$ cat config.mk
export PLATFORM = sky130hd
export DESIGN_NAME = stall_ctrl
export DESIGN_NICKNAME = d
export VERILOG_FILES = /design/src/rtl/stall_ctrl_pkg.sv /design/src/rtl/stall_ctrl_hazard_cmp.sv /design/src/rtl/stall_ctrl.sv
export SDC_FILE = /design/constraint.sdc
export NUM_CORES = 1
export LEC_CHECK = 0
export ABC_CLOCK_PERIOD_IN_PS = 2400
export CORE_UTILIZATION = 43
export CTS_CLUSTER_DIAMETER = 60
export CTS_CLUSTER_SIZE = 20
export DETAILED_ROUTE_END_ITERATION = 16
export PLACE_DENSITY = 0.77
export SYNTH_ARGS = -nofsm -noshare
export SYNTH_HDL_FRONTEND = slang
export SYNTH_SLANG_ARGS = --single-unit
export TNS_END_PERCENT = 10
$ cat constraint.sdc
create_clock -name clk -period 2.4 [get_ports clk]
set_clock_uncertainty 0.2 [all_clocks]
set_input_delay 0.36 -clock clk [delete_from_list [all_inputs] [get_ports clk]]
set_output_delay 0.36 -clock clk [all_outputs]
set_load 0.1 [all_outputs]
$ cat src/rtl/stall_ctrl_pkg.sv
// Shared widths, latency defaults and the Tuse/Tnew RAW-hazard test for the stall controller.
package stall_ctrl_pkg;

    localparam int unsigned REG_W  = 5;
    localparam int unsigned TUSE_W = 2;

    localparam logic [TUSE_W-1:0] TUSE_NONE = 2'd3;

    localparam int unsigned MULT_LAT_DEF = 5;
    localparam int unsigned DIV_LAT_DEF  = 10;
    localparam int unsigned CNT_W_DEF    = 4;

    typedef logic [REG_W-1:0]  reg_idx_t;
    typedef logic [TUSE_W-1:0] tcyc_t;

    // A producer blocks the consumer when its result arrives later than it is needed.
    function automatic logic raw_hit(reg_idx_t src, tcyc_t tuse, reg_idx_t wa, tcyc_t tnew);
        return (tuse < tnew) && (src == wa) && (wa != '0);
    endfunction

endpackage

$ cat src/rtl/stall_ctrl_hazard_cmp.sv
// Tuse/Tnew hazard compare for one D-stage source register against the E and M producers.
module stall_ctrl_hazard_cmp
    import stall_ctrl_pkg::*;
(
    input  logic [REG_W-1:0]  src,
    input  logic [TUSE_W-1:0] tuse,
    input  logic [REG_W-1:0]  e_wa,
    input  logic [TUSE_W-1:0] e_tnew,
    input  logic [REG_W-1:0]  m_wa,
    input  logic [TUSE_W-1:0] m_tnew,
    output logic              stall
);

    logic src_read;

    // Redundant with the compare (Tnew never exceeds 2) but makes the "not read" case explicit.
    assign src_read = (tuse != TUSE_NONE);

    assign stall = src_read &
                   (raw_hit(src, tuse, e_wa, e_tnew) | raw_hit(src, tuse, m_wa, m_tnew));

endmodule

$ cat src/rtl/stall_ctrl.sv
// Pipeline hazard scheduler: register-hazard and mult/div busy stalls, plus a stall counter.
module stall_ctrl
    import stall_ctrl_pkg::*;
#(
    parameter int unsigned MULT_LAT = MULT_LAT_DEF,
    parameter int unsigned DIV_LAT  = DIV_LAT_DEF,
    parameter int unsigned CNT_W    = CNT_W_DEF
) (
    input  logic              clk,
    input  logic              reset,
    input  logic [REG_W-1:0]  d_rs,
    input  logic [REG_W-1:0]  d_rt,
    input  logic [TUSE_W-1:0] d_tuse_rs,
    input  logic [TUSE_W-1:0] d_tuse_rt,
    input  logic              d_md,
    input  logic [REG_W-1:0]  e_wa,
    input  logic [TUSE_W-1:0] e_tnew,
    input  logic [REG_W-1:0]  m_wa,
    input  logic [TUSE_W-1:0] m_tnew,
    input  logic              e_md_start,
    input  logic              e_md_div,
    output logic              pc_en,
    output logic              d_en,
    output logic              e_flush,
    output logic              md_busy,
    output logic [31:0]       stall_cnt
);

    logic             rs_stall;
    logic             rt_stall;
    logic             md_stall;
    logic             stall;
    logic             cnt_busy;
    logic [CNT_W-1:0] cnt_q;
    logic [CNT_W-1:0] cnt_d;
    logic [31:0]      stall_cnt_q;

    stall_ctrl_hazard_cmp u_rs_cmp (
        .src    (d_rs),
        .tuse   (d_tuse_rs),
        .e_wa   (e_wa),
        .e_tnew (e_tnew),
        .m_wa   (m_wa),
        .m_tnew (m_tnew),
        .stall  (rs_stall)
    );

    stall_ctrl_hazard_cmp u_rt_cmp (
        .src    (d_rt),
        .tuse   (d_tuse_rt),
        .e_wa   (e_wa),
        .e_tnew (e_tnew),
        .m_wa   (m_wa),
        .m_tnew (m_tnew),
        .stall  (rt_stall)
    );

    assign cnt_busy = (cnt_q != '0);
    assign md_stall = d_md & (e_md_start | cnt_busy);
    assign stall    = rs_stall | rt_stall | md_stall;

    // Outputs fall back to free-running values while reset is held.
    assign pc_en     = ~stall | ~reset;
    assign d_en      = ~stall | ~reset;
    assign e_flush   = stall & reset;
    assign md_busy   = reset & (cnt_busy | e_md_start);
    assign stall_cnt = stall_cnt_q;

    // A new op in E always reloads, so the most recent mult/div sets the remaining latency.
    always_comb begin
        cnt_d = cnt_q;
        if (e_md_start) begin
            cnt_d = e_md_div ? CNT_W'(DIV_LAT) : CNT_W'(MULT_LAT);
        end else if (cnt_busy) begin
            cnt_d = cnt_q - 1'b1;
        end
    end

    always_ff @(posedge clk or negedge reset) begin
        if (!reset) begin
            cnt_q       <= '0;
            stall_cnt_q <= '0;
        end else begin
            cnt_q <= cnt_d;
            if (stall && (stall_cnt_q != '1)) begin
                stall_cnt_q <= stall_cnt_q + 32'd1;
            end
        end
    end

endmodule

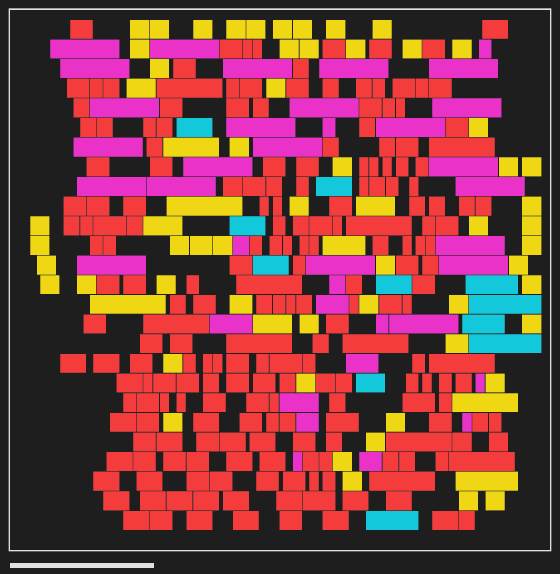
sizes.png
The bar under the picture is 20 µm long.
- yellow: _3 and _4 cells (cells 65; share 20%)
- red: _0 and _1 cells (cells 211; share 65%)
- magenta: _2 cells (cells 37; share 11%)
- cyan: _6 and larger (cells 11; share 3.4%)
Syn-to-layout area delta: 45.90%
final instance area: 0.003321 mm²
count of non-CTS buffers in the layout: 90
Final Worst Setup Slack: -0.1679 ns

==> out/metrics.cfg <==
[status]
status=finished, violations left
violations=negative setup slack

[final_timing]
finalCritPeriodShare=1.070
setup_violations=3
setup_ws_ns=-0.1679

[synthesis]
seq_area_frac_synth=0.3958
syn-cell-area_mm2=0.002276
ys_types=39
xor_area_frac=0.1886
synth_chip_area_mm2=0.002276
ys_cells=232

[worst_setup_path]
worstSetupPathType=reg -> out
cp_cell_sequence=inv_2 > ha_4 > nor4b_4 > nor2b_2 > a41oi_2 > nand4_2 > and2_4 > inv_12 > buf_16
path_max_fanout=3
cp_num_buf_inv=3
r2r_end=stall_cnt[1]$_DFFE_PN0P_

[place]
io_buffers=68
placed_area_mm2=0.003152
hpwl_um=4411

[floorplan]
initial_core_util=0.4456

[clocking]
clockRootBuffer=clkbuf_8
post_cts_buffers=3
clk_latency_ns=0.28
clockBufferDepth=2

[global_route]
grt_pass1_wl_um=8949

[layout]
lay_top_count=buf_4
final_net_count=363
combGateArea_mm2=0.001358

[worst_hold_path]
hold_class=in -> async

[run]
warnings=30

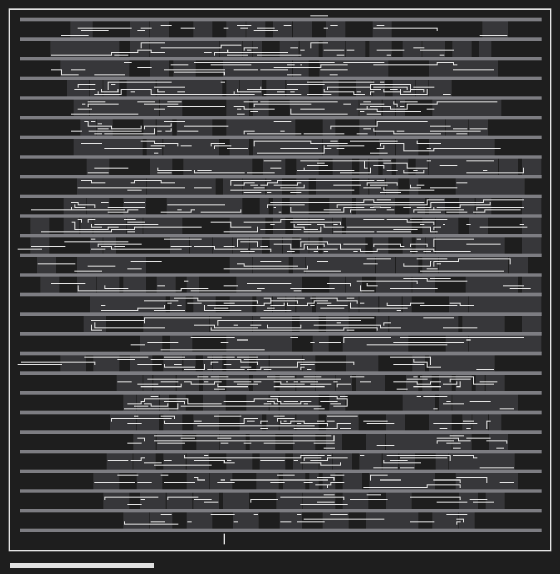
layer_met1.png
The bar under the picture is 20 µm long. Supply wires on this layer in gray.
- nets with wire on the layer: 323
- share of all routed wire: 47%
- main direction: horizontal
- wire length on this layer: 2660 µm

-- through the flow --
stage | TNS (ns) | total power, W | hold slack [ns]
final | -0.4462 | 0.002142 | 0.2485
after global routing | -0.6450 | 0.002223 | 0.2666
after CTS | -0.4059 | 0.002144 | 0.2486
after detailed placement | -7.878 | 0.001706 | 0.02182
after global placement | -6.435 | 0.001693 | 0.02059
after floorplan | -0.4128 | 0.001437 | -0.1356
-- report_power, final --
| group | switching [W] | internal (W) | total [W] |
|---|---|---|---|
| clock | 0.000222 | 0.000202 | 0.000424 |
| combinational | 0.000631 | 0.000307 | 0.000938 |
| sequential | 0.0000877 | 0.000693 | 0.000781 |
| total | 0.000940 | 0.00120 | 0.00214 |
-- cell usage after synthesis --
| master | count | share of area |
|---|---|---|
| a211oi_1 | 2 | 0.0066 |
| a21o_1 | 1 | 0.0033 |
| a21oi_1 | 9 | 0.020 |
| a31oi_1 | 1 | 0.0028 |
| a41oi_2 | 1 | 0.0071 |
| and2_1 | 2 | 0.0055 |
| and2_4 | 1 | 0.0038 |
| and3_1 | 10 | 0.027 |
| and4_1 | 5 | 0.019 |
| and4_4 | 1 | 0.0049 |
| buf_2 | 4 | 0.0088 |
| buf_4 | 1 | 0.0033 |
| clkbuf_1 | 1 | 0.0016 |
| dfrtp_1 | 36 | 0.40 |
| ha_1 | 7 | 0.038 |
| inv_1 | 5 | 0.0082 |
| inv_2 | 1 | 0.0016 |
| mux2_1 | 2 | 0.0099 |
| mux2_4 | 1 | 0.0066 |
| nand2_1 | 10 | 0.016 |
| nand2_2 | 1 | 0.0028 |
| nand2b_1 | 6 | 0.016 |
| nand3_1 | 17 | 0.037 |
| nand3b_1 | 1 | 0.0033 |
| nand4_1 | 19 | 0.052 |
| nand4_2 | 1 | 0.0055 |
| nand4_4 | 1 | 0.0093 |
| nand4b_1 | 3 | 0.012 |
| nor2_1 | 16 | 0.026 |
| nor2b_1 | 4 | 0.011 |
| nor3_1 | 5 | 0.011 |
| nor3_4 | 1 | 0.0071 |
| nor4b_4 | 1 | 0.010 |
| o21a_1 | 1 | 0.0033 |
| o21ai_0 | 3 | 0.0066 |
| or2_2 | 1 | 0.0028 |
| or3_1 | 1 | 0.0028 |
| xnor2_1 | 38 | 0.15 |
| xor2_1 | 11 | 0.042 |
-- cell type report --
| class | count | share of cell area |
|---|---|---|
| Inverter | 6 | 0.01055 |
| Multi-Input combinational cell | 184 | 0.4088 |
| Timing Repair Buffer | 90 | 0.2457 |
| Sequential cell | 36 | 0.2822 |
| Clock inverter | 3 | 0.005652 |
| Clock buffer | 5 | 0.02072 |
| Tap cell | 70 | 0.02638 |
-- layer usage --
metal,vias up,wire [µm],GRT usage
li1,1004,-,-
met1,991,2663,0.2891
met2,41,2842,0.3443
met3,6,140,0.04150
met4,0,76,0.05870
met5,-,0,0
-- registers in the layout, indices dropped and copies added, names as in the netlist --
register / flops
stall_cnt: 32
cnt_q: 4
-- worst reg2reg max path, stage by stage, from the launching register on --
cell     delay (ns)
dfrtp_1        0.40
inv_2          0.09
ha_4           0.13
nor4b_4        0.24
nor2b_2        0.10
a41oi_2        0.21
nand4_2        0.13
buf_4          0.16
buf_6          0.13
and2_4         0.14
mux2_4         0.28
Power figures rest on the tool's default switching activity, not on a simulated workload.
